Design spi_dac, sky130hd; sources not shown.
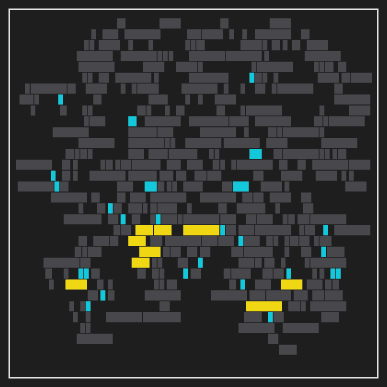
Figure 1: run 1, logic cells by family.
(4 px per µm)
adder and majority cells -> yellow  # cells 9
inverters -> cyan  # cells 26
Comb/total area: 40.6%
final cell count without fillers: 448
Top cell excl fill/tap: nand2_1

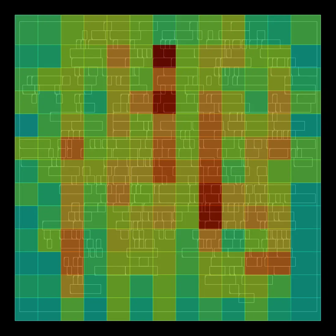
Figure 2: run 1, track usage over the die.
fin util: 46.4%
GR Util met3: 3.23%
M1 GR Usage: 20.6%
routed length per instance: 13.8 µm
M2 GR Usage: 24.2%

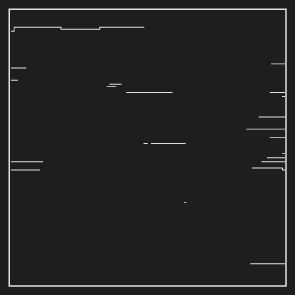
Figure 3: run 1, the metal 3 layer.
(3 px per µm)
share of all routed wire = 2.9%
main direction = horizontal
aggregate routed wire length: 6.17 mm
routed vias: 2050

==> reports/qor.yml, run 1 <==
cp_max_fo: 5
n_all_inverters: 26
setup_ws_ns: 0.0385
synth_seq_share_pct: 48.6
clock.fmax_mhz: 621
finalMaxSlewViolations: 0
met2_length_mm: 2.98
place_ws_ns: 0.0181
synth_cell_types: 29
maxCapViolations: 0
grt_usage_pct: 15.2
final.fill_count: 771
syn_to_final_growth_pct: 39.9
synthAoiAreaFrac_pct: 5.58
cts.path.max_buffers: 2
clkCellAreaFrac_pct: 2.78
fp.dieArea_mm2: 0.00842
syn_area_per_cell_um2: 8.65
num-nonclk-buffers: 49
grt_pass1_vias: 2065
antenna_found_initial: 0
whs_ns: -0.462
m1WireLength_mm: 2.96
cts-root-buf: "clkbuf_8"
skew_ns: 0.00580
finalCriticalPeriod_ns: 1.61
crit_type: "flip-flop to flip-flop"
rsz0062_at_grt: "yes"
logic_gate_count: 213
clk_pin_slew_ns: 0.10
clkLatencyLatePin_ns: 0.31
gp_congestion: 0.717
drive_gt1_share_pct: 42.8
fp_util_pct: 33.2
synth.cell_area_mm2: 0.00258
ys_sh_mux_pct: 8.74
numPortBuffers: 0
bufAreaShareNonClock_pct: 15.0
die_h_um: 91.7
p_leak_nw: 1.77
n_tap_cell: 102
final_area_mm2: 0.00360
post_dp_cell_area_mm2: 0.00286
logic_area_mm2: 0.00146
final_cell_mix: "nand2_1 (85), dfrtp_1 (48), nand2_2 (28), buf_4 (28), mux2_4 (19)"
power.density_mw_per_mm2: 1580
end_kind: "flip-flop"
viasPerCell: 4.58
cts_tree: "yes"
htree_levels: 2
path_buffers: 5
core-area_mm2: 0.00777
die_width_um: 91.7
yosys_area_mm2: 0.00258
critical-path-max-stage-delay_ns: 0.40
ant_nets: 0
r2r_cells: 12
topCombFamilyByArea: "simple AND/OR/NAND/NOR gates"
regArea_mm2: 0.00125
cts_setup_buffers: 17
synth_nets: 334
comb_power_share_pct: 51.1
pwr.group.clock_mw: 0.789
dp_hpwl_mm: 3.69
num_rows: 32
synth_flops: 50
drc: 0
first_iter_violations: 61
switching_share_pct: 37.7
power_leader: "combinational logic"
internal-power_mw: 3.54
violations: "hold timing"
fa_ha_area_share_pct: 4.37
cts_resized: 44
syn_inst: 298
nets: 381
status: "finished, violations left"
wl_met3_um: 180
clockBufferCount: 6
seqPwrFrac_pct: 35.1
synthXorXnorAreaFrac_pct: 1.02
cp-start-kind: "flip-flop"
seq-cell-share_pct: 34.8
grt_overflow: 0
comb_power_mw: 2.90
period_used_pct: 97.7
critical_path_depth: 12
yosys.area_share.simple_pct: 24.8
worst_path_dominant_cell_family: "buffers and inverters"
grt_pass1_wl_mm: 10.0
busiest_layer: "met2"
crit_chain: "inv_2 > ha_4 > nand2_4 > nor2_4 > buf_12 > inv_8 > nand2_4 > nand2_8 > buf_12 > buf_6 > nand2_1 > nand2_1"
fin_setup_tns_ns: 0
p_sw_mw: 2.15
clkPwrFrac_pct: 13.9
io_pins: 33
dr.pass1.iters: 5
peakVddDrop_mv: 0.466
ff2ff_setup_slack_ns: 0.04
cp.arrival_ns: 1.82
yosys_warnings: 0
flop-count: 50
numCtsBuffers: 5
grt_max_degree: 51
hold_path.class: "input port to asynchronous set/reset pin"
tool_warnings: 37
antennaDiodeCount: 0
slowest_stage: "dfrtp_1"
highest_layer: "met4"
dominant_cells: "multi-input combinational cells"
required_ns: 1.86
ys_cells: 298
postCtsHoldBufs: 2
setup_viol: 0
cts.sinks: 50
place_inst: 412
p_total_mw: 5.69
powerSeq_mw: 2.00
hold_violations: 50
run 1: synth_stat cells, drive strengths merged:
| master | count | area, µm² |
|---|---|---|
| or2 | 1 | 6.26 |
| conb | 1 | 3.75 |
| dfrtp | 48 | 1200 |
| o21a | 1 | 7.51 |
| o22ai | 5 | 31.3 |
| nand2 | 118 | 455 |
| o21ai | 14 | 70.1 |
| ha | 9 | 113 |
| inv | 26 | 97.6 |
| nand3 | 12 | 70.1 |
| xor2 | 2 | 17.5 |
| dfstp | 2 | 52.6 |
| o31ai | 1 | 7.51 |
| a21oi | 4 | 20.0 |
| mux2 | 20 | 225 |
| clkbuf | 1 | 3.75 |
| nor2 | 18 | 75.1 |
| nand4 | 5 | 31.3 |
| buf | 8 | 72.6 |
| xnor2 | 1 | 8.76 |
| o21bai | 1 | 7.51 |
==> run 2: changes to the inputs <==
SLEW_MARGIN = not set   (was 15)
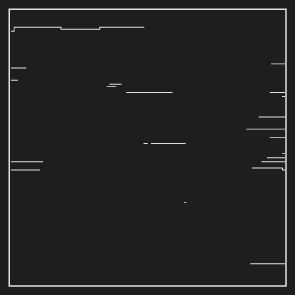
Figure 4: run 2, the metal 3 layer.
(3 px per µm)

==> run 2 against run 1 <==
The flow still finishes with violations (hold timing). Routed wire length stayed put. Via count stayed put. Die size stayed put. Utilization unchanged. Clock-buffer cell count unchanged. Clock power is essentially flat. Critical path depth unchanged. Flip-flop count unchanged. Maximum frequency unchanged. First-iteration DRC count unchanged.
==> reports/qor.yml, run 2 <==
status: "finished, violations left"
violations: "hold timing"
clk_pin_slew_ns: 0.10  # about the same
final_area_mm2: 0.00360  # unchanged
clkLatencyLatePin_ns: 0.31  # about the same
skew_ns: 0.00580  # unchanged
fp_util_pct: 33.2  # unchanged
die_width_um: 91.7  # unchanged
crit_type: "flip-flop to flip-flop"
finalCriticalPeriod_ns: 1.61  # unchanged
m1WireLength_mm: 2.96  # unchanged
synth_seq_share_pct: 48.6  # unchanged
syn_inst: 298  # unchanged
highest_layer: "met4"
cp_max_fo: 5  # unchanged
vias: 2050  # unchanged
yosys_area_mm2: 0.00258  # unchanged
syn_area_per_cell_um2: 8.65  # unchanged
wl_per_cell_um: 13.8  # unchanged
regArea_mm2: 0.00125  # unchanged
comb_power_share_pct: 51.1  # about the same
clkPwrFrac_pct: 13.9  # about the same
hold_violations: 50  # unchanged
final.fill_count: 771  # unchanged
gp_congestion: 0.717  # unchanged
power_leader: "combinational logic"
synth_nets: 334  # unchanged
num-nonclk-buffers: 49  # unchanged
io_pins: 33  # unchanged
cts_tree: "yes"
required_ns: 1.86  # about the same
drive_gt1_share_pct: 42.8  # unchanged
fin_setup_tns_ns: 0  # unchanged
viasPerCell: 4.58  # unchanged
power.density_mw_per_mm2: 1580  # unchanged
grt_pass1_wl_mm: 10.0  # unchanged
dominant_cells: "multi-input combinational cells"
setup_viol: 0  # unchanged
clockBufferCount: 6  # unchanged
n_tap_cell: 102  # unchanged
yosys_warnings: 0  # unchanged
place_ws_ns: 0.0181  # unchanged
ys_cells: 298  # unchanged
cts.path.max_buffers: 2  # unchanged
synth_area_leader_cell: "dfrtp_1"
busiest_layer: "met2"
whs_ns: -0.462  # unchanged
p_total_mw: 5.69  # unchanged
postLayoutCoreUtil_pct: 46.4  # unchanged
pwr.group.clock_mw: 0.789  # about the same
async_flop_share_pct: 100  # unchanged
cts-root-buf: "clkbuf_8"
postCtsHoldBufs: 2  # unchanged
comb_power_mw: 2.90  # about the same
use_met3_pct: 3.23  # unchanged
clock.fmax_mhz: 621  # unchanged
dp_hpwl_mm: 3.69  # unchanged
num_rows: 32  # unchanged
flop-count: 50  # unchanged
powerSeq_mw: 2.00  # about the same
bufAreaShareNonClock_pct: 15.0  # unchanged
finalMaxSlewViolations: 0  # unchanged
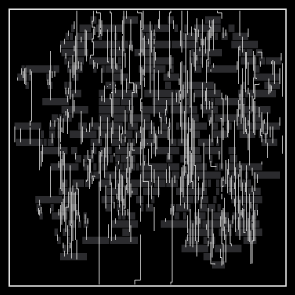
Figure 5: run 2, met2 routing.
(3 px per µm) Cells faint in the background.
wire length on this layer = 2980 µm
nets with wire on the layer = 302

==> run 2: kinds of logic after synthesis <==
kind of cell	share of synthesized area, %
muxes	8.74
xor gates and xnor gates	1.02
AOI/OAI and AO/OA	5.58
adders and majority gates	4.37
other	0.145
DFF	48.6
and+or+nand+nor	24.8
buffers and inverters	6.75
==> run 2: critical path: stages, from the launching register on <==
cell,delay [ns]
dfrtp_1,0.40
inv_2,0.09
ha_4,0.15
nand2_4,0.05
nor2_4,0.14
buf_12,0.15
inv_8,0.05
nand2_4,0.08
nand2_8,0.08
buf_12,0.13
buf_6,0.12
nand2_1,0.05
nand2_1,0.04
==> run 2: repair_timing <==
action                     4_1_cts  5_1_grt
setup buffers                   17        6
hold endpoints to repair        52       50
setup endpoints to repair       50       50
cloned                           2        1
gates resized                   44       61
pin swaps                       10       28
No activity file was given, so power comes from the tool's default toggle rates.
